power_grid.png
Bar = 20 um. Pins as bars on the die edge.
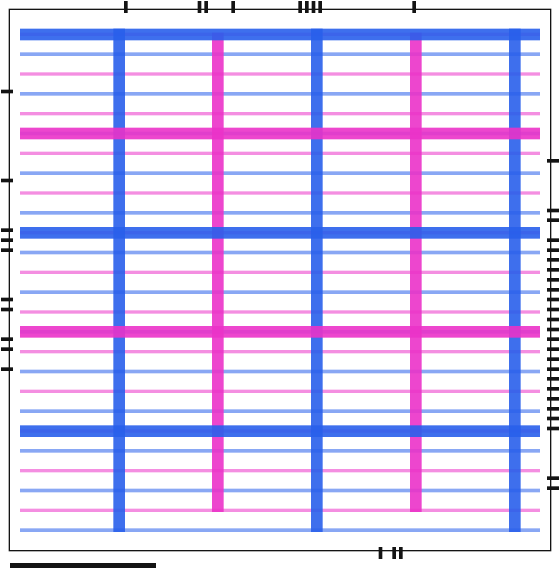
placement_by_type.png
Bar = 20 um.
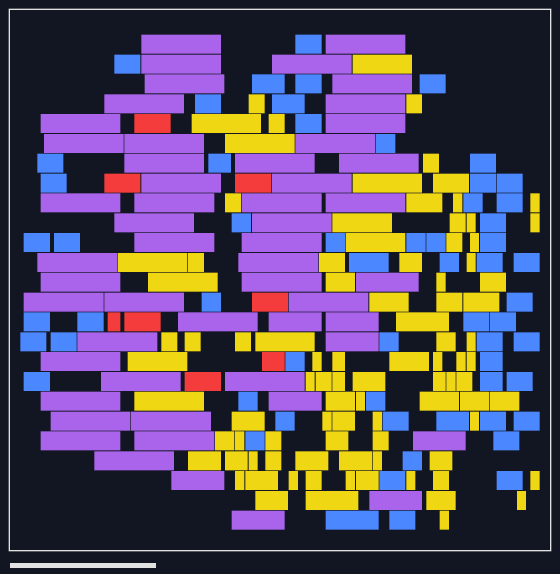
### src/rtl/bus_dmx_pkg.sv
// -----------------------------------------------------------------------------
// bus_dmx_pkg
// Shared types and constants for the bus_dmx_ctrl sequencing controller and
// its FIFO.
//   NPORT   : number of demux outputs (one-hot strobe width)
//   ADDR_W  : destination / demux select width
//   DATA_W  : payload width carried by a FIFO entry (the controller's N)
//   state_t : controller FSM states (IDLE = nothing buffered, SEND = head shown)
//   entry_t : FIFO entry {dst, data}
// -----------------------------------------------------------------------------
package bus_dmx_pkg;

   localparam int NPORT  = 8;
   localparam int ADDR_W = 3;
   localparam int DATA_W = 8;

   typedef enum logic {
      IDLE = 1'b0,
      SEND = 1'b1
   } state_t;

   typedef struct packed {
      logic [ADDR_W-1:0] dst;
      logic [DATA_W-1:0] data;
   } entry_t;

   // One-hot strobe for a destination index.
   function automatic logic [NPORT-1:0] onehot(input logic [ADDR_W-1:0] sel);
      logic [NPORT-1:0] v;
      v      = '0;
      v[sel] = 1'b1;
      return v;
   endfunction

endpackage

### src/rtl/bus_dmx_ctrl_if.sv
// -----------------------------------------------------------------------------
// bus_dmx_ctrl_if
// Producer handshake and demux-side signals of bus_dmx_ctrl.
//   in_valid/in_ready/in_dst/in_data : producer word handshake
//   addr/X                           : demux select and data input
//   out_valid/out_ready              : one-hot strobe and per-consumer accept
// Modports:
//   slave  : the controller's view
//   master : the environment's view (producer + consumers)
// -----------------------------------------------------------------------------
interface bus_dmx_ctrl_if
   import bus_dmx_pkg::*;
#(
   parameter int N = DATA_W
);
   logic              in_valid;
   logic              in_ready;
   logic [ADDR_W-1:0] in_dst;
   logic [N-1:0]      in_data;
   logic [ADDR_W-1:0] addr;
   logic [N-1:0]      X;
   logic [NPORT-1:0]  out_valid;
   logic [NPORT-1:0]  out_ready;

   modport slave (
      input  in_valid, in_dst, in_data, out_ready,
      output in_ready, addr, X, out_valid
   );

   modport master (
      output in_valid, in_dst, in_data, out_ready,
      input  in_ready, addr, X, out_valid
   );
endinterface

### src/rtl/bus_dmx_fifo.sv
// -----------------------------------------------------------------------------
// bus_dmx_fifo
// Synchronous DEPTH-entry FIFO of entry_t words with a fall-through head.
//   clk, rst : clock, synchronous active-high reset (pointers only)
//   push/din : write din when not full
//   pop      : retire the head when not empty
//   head     : current oldest entry (valid while !empty)
//   full     : DEPTH entries held
//   empty    : no entries held
//   last     : exactly one entry held
// Pointers carry one extra bit so full and empty are distinguishable.
// -----------------------------------------------------------------------------
module bus_dmx_fifo
   import bus_dmx_pkg::*;
#(
   parameter int DEPTH = 4
)(
   input  logic   clk,
   input  logic   rst,
   input  logic   push,
   input  entry_t din,
   input  logic   pop,
   output entry_t head,
   output logic   full,
   output logic   empty,
   output logic   last
);
   localparam int PTR_W = $clog2(DEPTH);

   logic [PTR_W:0] wr_ptr;
   logic [PTR_W:0] rd_ptr;
   entry_t         mem [DEPTH];

   assign empty = (wr_ptr == rd_ptr);
   assign full  = (wr_ptr[PTR_W] != rd_ptr[PTR_W]) &&
                  (wr_ptr[PTR_W-1:0] == rd_ptr[PTR_W-1:0]);
   assign last  = ((wr_ptr - rd_ptr) == (PTR_W+1)'(1));
   assign head  = mem[rd_ptr[PTR_W-1:0]];

   // NOTE: sequential state is written with non-blocking assignments so every
   // register samples the pre-edge values, independent of block ordering.
   always_ff @(posedge clk) begin
      if (rst) begin
         wr_ptr <= '0;
         rd_ptr <= '0;
      end else begin
         if (push && !full)
            wr_ptr <= wr_ptr + (PTR_W+1)'(1);
         if (pop && !empty)
            rd_ptr <= rd_ptr + (PTR_W+1)'(1);
      end
   end

   // NOTE: the storage array is deliberately not reset; the pointers alone
   // define which entries are meaningful, and an unreset array maps to RAM.
   always_ff @(posedge clk) begin
      if (push && !full)
         mem[wr_ptr[PTR_W-1:0]] <= din;
   end
endmodule

### src/rtl/bus_dmx_ctrl.sv
// -----------------------------------------------------------------------------
// bus_dmx_ctrl
// Sequencing controller for the 1-to-8 bus demultiplexer bus_dmx_1_8.
// Buffers tagged words from one producer and presents the FIFO head to the
// demux, strobing only the selected consumer; a word retires when that
// consumer accepts it.
//   clk, rst  : clock, synchronous active-high reset
//   bus       : bus_dmx_ctrl_if.slave (in_* handshake, addr/X, out_valid/ready)
//   busy      : a word is being presented (state == SEND)
//   drop      : one-cycle pulse when the head is discarded after a stall
//   drop_dst  : destination of the dropped word while drop = 1, else 0
// Configuration macro: BUS_DMX_CTRL_TIMEOUT_EN
//   defined   : a head stalled for TIMEOUT cycles is dropped on the next
//               stalled cycle (the (TIMEOUT+1)-th presentation cycle)
//   undefined : stalls hold forever, drop/drop_dst tied to 0
// -----------------------------------------------------------------------------
module bus_dmx_ctrl
   import bus_dmx_pkg::*;
#(
   parameter int N       = DATA_W,
   parameter int DEPTH   = 4,
   parameter int TIMEOUT = 15
)(
   input  logic              clk,
   input  logic              rst,
   bus_dmx_ctrl_if.slave     bus,
   output logic              busy,
   output logic              drop,
   output logic [ADDR_W-1:0] drop_dst
);
   state_t state;
   entry_t head;
   entry_t din;
   logic   full;
   logic   empty;
   logic   last;
   logic   push;
   logic   pop;
   logic   xfer;
   logic   drop_i;

   // No pass-through when full: a pop in the same cycle does not free a slot.
   assign bus.in_ready = !rst && !full;
   assign push         = bus.in_valid && bus.in_ready;
   assign din          = '{dst: bus.in_dst, data: bus.in_data};

   bus_dmx_fifo #(.DEPTH(DEPTH)) u_fifo (
      .clk   (clk),
      .rst   (rst),
      .push  (push),
      .din   (din),
      .pop   (pop),
      .head  (head),
      .full  (full),
      .empty (empty),
      .last  (last)
   );

   // Demux-side outputs depend only on registered state and the stored head.
   assign busy          = (state == SEND);
   assign bus.addr      = busy ? head.dst  : '0;
   assign bus.X         = busy ? head.data : '0;
   assign bus.out_valid = busy ? onehot(head.dst) : '0;

   // Only the selected consumer's ready bit matters.
   assign xfer = busy && bus.out_ready[head.dst];
   assign pop  = (xfer || drop_i) && !empty;

`ifdef BUS_DMX_CTRL_TIMEOUT_EN
   localparam int CNT_W = $clog2(TIMEOUT + 1);

   logic [CNT_W-1:0] stall_cnt;

   // A transfer in the limit cycle wins because drop requires ready low.
   assign drop_i = busy && !bus.out_ready[head.dst] &&
                   (stall_cnt == CNT_W'(TIMEOUT));

   // Cleared on every pop so each newly presented head starts from zero.
   always_ff @(posedge clk) begin
      if (rst || !busy || pop)
         stall_cnt <= '0;
      else
         stall_cnt <= stall_cnt + CNT_W'(1);
   end
`else
   logic unused_timeout;

   assign drop_i         = 1'b0;
   assign unused_timeout = (TIMEOUT > 0);
`endif

   assign drop     = drop_i;
   assign drop_dst = drop_i ? head.dst : '0;

   // SEND is left only when the last buffered word retires with no refill.
   always_ff @(posedge clk) begin
      if (rst) begin
         state <= IDLE;
      end else begin
         case (state)
            IDLE:    if (push) state <= SEND;
            SEND:    if (pop && !push && last) state <= IDLE;
            default: state <= IDLE;
         endcase
      end
   end
endmodule

### src/flat_wrapper.sv
// flat-port wrapper written by rule: the top's interface ports become plain ports
module bus_dmx_ctrl_flat import bus_dmx_pkg::*;
#(
   parameter int N       = DATA_W,
   parameter int DEPTH   = 4,
   parameter int TIMEOUT = 15
)
  (clk, rst, busy, drop, drop_dst, bus_in_valid, bus_in_dst, bus_in_data, bus_out_ready, bus_in_ready, bus_addr, bus_X, bus_out_valid);
  bus_dmx_ctrl_if #(.N(N)) bus_i ();
  input  logic clk;
  input  logic rst;
  output logic busy;
  output logic drop;
  output logic [ADDR_W-1:0] drop_dst;
  input wire logic [$bits(bus_i.in_valid)-1:0] bus_in_valid;
  input wire logic [$bits(bus_i.in_dst)-1:0] bus_in_dst;
  input wire logic [$bits(bus_i.in_data)-1:0] bus_in_data;
  input wire logic [$bits(bus_i.out_ready)-1:0] bus_out_ready;
  output wire logic [$bits(bus_i.in_ready)-1:0] bus_in_ready;
  output wire logic [$bits(bus_i.addr)-1:0] bus_addr;
  output wire logic [$bits(bus_i.X)-1:0] bus_X;
  output wire logic [$bits(bus_i.out_valid)-1:0] bus_out_valid;
  assign bus_i.in_valid = bus_in_valid;
  assign bus_i.in_dst = bus_in_dst;
  assign bus_i.in_data = bus_in_data;
  assign bus_i.out_ready = bus_out_ready;
  assign bus_in_ready = bus_i.in_ready;
  assign bus_addr = bus_i.addr;
  assign bus_X = bus_i.X;
  assign bus_out_valid = bus_i.out_valid;
  bus_dmx_ctrl #(.N(N), .DEPTH(DEPTH), .TIMEOUT(TIMEOUT)) u_core (.clk(clk), .rst(rst), .bus(bus_i), .busy(busy), .drop(drop), .drop_dst(drop_dst));
endmodule
### config.mk
export PLATFORM = sky130hd
export DESIGN_NAME = bus_dmx_ctrl_flat
export DESIGN_NICKNAME = d
export VERILOG_FILES = /design/src/rtl/bus_dmx_pkg.sv /design/src/rtl/bus_dmx_ctrl_if.sv /design/src/rtl/bus_dmx_fifo.sv /design/src/rtl/bus_dmx_ctrl.sv /design/src/flat_wrapper.sv
export SDC_FILE = /design/constraint.sdc
export NUM_CORES = 1
export LEC_CHECK = 0
export CAP_MARGIN = 5
export CORE_UTILIZATION = 46
export DETAILED_ROUTE_END_ITERATION = 6
export PLACE_DENSITY = 0.75
export SLEW_MARGIN = 20
export SYNTH_ARGS = -nofsm -noshare
export SYNTH_HDL_FRONTEND = slang
export SYNTH_SLANG_ARGS = --single-unit
### constraint.sdc
create_clock -name clk -period 2.5 [get_ports clk]
set_clock_uncertainty 0.1 [all_clocks]
set_input_delay 0.25 -clock clk [delete_from_list [all_inputs] [get_ports clk]]
set_output_delay 0.25 -clock clk [all_outputs]
set_load 0.005 [all_outputs]
==> run summary <==
Outcome - finished, final reports clean
CTS tree - built
Layout cells sized above 1 - 0.204
Required time of the critical path - 2.15 ns
Inverters, non-clock - 6
Register share after synthesis - 0.629
Crit Path Class - reg -> out
Mapped Cells - 149
RSZ-0062 raised after global routing - false
Hold crit path type - reg -> reg
Pwr dens - 572 mW/mm2
Leading power group - registers
Tmin final - 2.44 ns
Final period util - 0.975
Wire per inst - 16.7 um
Vias per std cell - 5.12
Horiz. Die Dim - 74.1 um
WP buf/inv - 3
Sw power - 410 uW
DRT iter0 DRCs - 49
Synthesized cell area - 0.00239 mm2
Clock power share - 0.275
Clk ins delay skew pair - 0.30 ns
Max-cap violations - 0
Yosys warnings - 0
Ys cells - 149
Antenna Nets Post-Route - 0
Reg area - 0.00151 mm2
P&R area growth vs syn - 31.0%
Sequential group power - 1000 uW
Adder Share, Synth - 0.0450
Initial antenna violation count - 0
Hold Path Origin - u_core.u_fifo.wr_ptr[2]$_SDFFE_PP0P_
Synth flops - 53
Setup crit end - bus_X[0]
CP endpoint kind - primary output
R2R Path End - u_core.u_fifo.rd_ptr[0]$_SDFFE_PP0P_
CTS max path bufs - 2
Comb gate area - 848 um2
Critical Path AT - 2.09 ns
Post-cts repair resize count - 10
R2R setup slack - 0.09 ns
Final WL - 4.64 mm
Non-clk bufs - 59
Max VDD drop - 0.487 mV
Placed wire-length estimate - 3.30 mm
Non-clk buf share - 0.183
F_max - 410 MHz
Root Buffer - clkbuf_8
Critical path's top delay family - buffers and inverters
OpenROAD warnings - 30
Clock buf count - 6
Sequential cell fraction of total power - 0.560
Clock slew seen by the registers of the worst setup and hold paths - 0.09 ns
Setup WS post-layout - 0.0616 ns
Pwr Total - 1790 uW
CP max stage delay - 0.54 ns
And+or+nand+nor area frac - 0.0859
Fp util - 0.493
Site Rows - 25
Most used logic cell in the final layout - edfxtp_1
Complex Gates by Area - 0.0335
Htree depth - 2
Power Clock - 492 uW
Hold buffer count at CTS - 0
P_comb - 296 uW
Post-CTS setup buffers - 3
Max-area cell class - registers
# clock sinks - 53
Most numerous logic cells after layout - 44 x edfxtp_1, 36 x clkdlybuf4s50_1, 15 x buf_4
Port bufs - 42
XORs/XNORs by Area - 0.0147
TNS Setup - 0 ns
Final setup fails - 0
CP Cell Sequence - buf_8, buf_4, mux4_1, and2_1, clkdlybuf4s50_1
Hold path depth - 2
Int Power - 1380 uW
Multi-input gates - 85
Antenna diodes - 0
## Picture notes: power_grid.png
| colour | net |
|---|---|
| blue | VSS |
| magenta | VDD |
rows: 25
met5 straps: 5
signal pins: 47
met1 rails: 26
Die Y: 74.1 um
Core Region: 0.00485 mm2

## Picture notes: placement_by_type.png
| colour | class | cells |
|---|---|---|
| blue | other buffers and delay cells | 59 |
| red | clock drivers and dummy loads | 8 |
| yellow | combinational and other logic | 91 |
| purple | flops | 53 |

[synthesized netlist by cell type]
cell type,n,area [um2]
edfxtp_1,44,1320
and2_1,14,87.6
nor2_1,13,48.8
dfxtp_1,9,180
mux4_1,8,210
ha_1,7,87.6
inv_1,6,22.5
nand2_1,6,22.5
buf_4,4,30.0
mux2_2,3,33.8
mux2i_1,3,30.0
mux4_2,3,67.6
nand2b_1,3,18.8
a21oi_1,2,10.0
clkbuf_1,2,7.51
mux2_1,2,22.5
nor2b_1,2,12.5
xnor2_1,2,17.5
xor2_1,2,17.5
a211oi_1,1,7.51
a211oi_4,1,20.0
a311oi_1,1,8.76
a31oi_1,1,6.26
buf_2,1,5.00
buf_6,1,11.3
conb_1,1,3.75
fa_1,1,20.0
mux2_4,1,15.0
nor4b_1,1,8.76
o21ai_1,1,5.00
o221ai_2,1,15.0
o31ai_1,1,7.51
or2_1,1,6.26
[through the flow]
| stage | utilization | instance area, um2 | hold WS [ns] | cells |
|---|---|---|---|---|
| floorplan | - | 2400 | 0.249 | 152 |
| global placement | 0.611 | 2960 | 0.422 | 266 |
| detailed placement | 0.611 | 2960 | 0.447 | 266 |
| CTS | 0.638 | 3090 | 0.467 | 277 |
| global route | 0.645 | 3130 | 0.491 | 278 |
| finish | 0.645 | 3130 | 0.462 | 278 |
[state kept, by name, indices dropped and copies added (netlist names), named ones only]
signal,cells
u_core.u_fifo.mem,44
u_core.u_fifo.rd_ptr,3
u_core.u_fifo.wr_ptr,3
u_core.busy,1
[metal layers]
| layer | vias up | global-route usage | routed length, um |
|---|---|---|---|
| met4 | 0 | 0.0705 | 49 |
| li1 | 669 | - | - |
| met5 | - | 0 | 0 |
| met2 | 51 | 0.320 | 2460 |
| met3 | 4 | 0.0298 | 198 |
| met1 | 699 | 0.222 | 1930 |
Power is estimated from default activity; no workload was simulated.
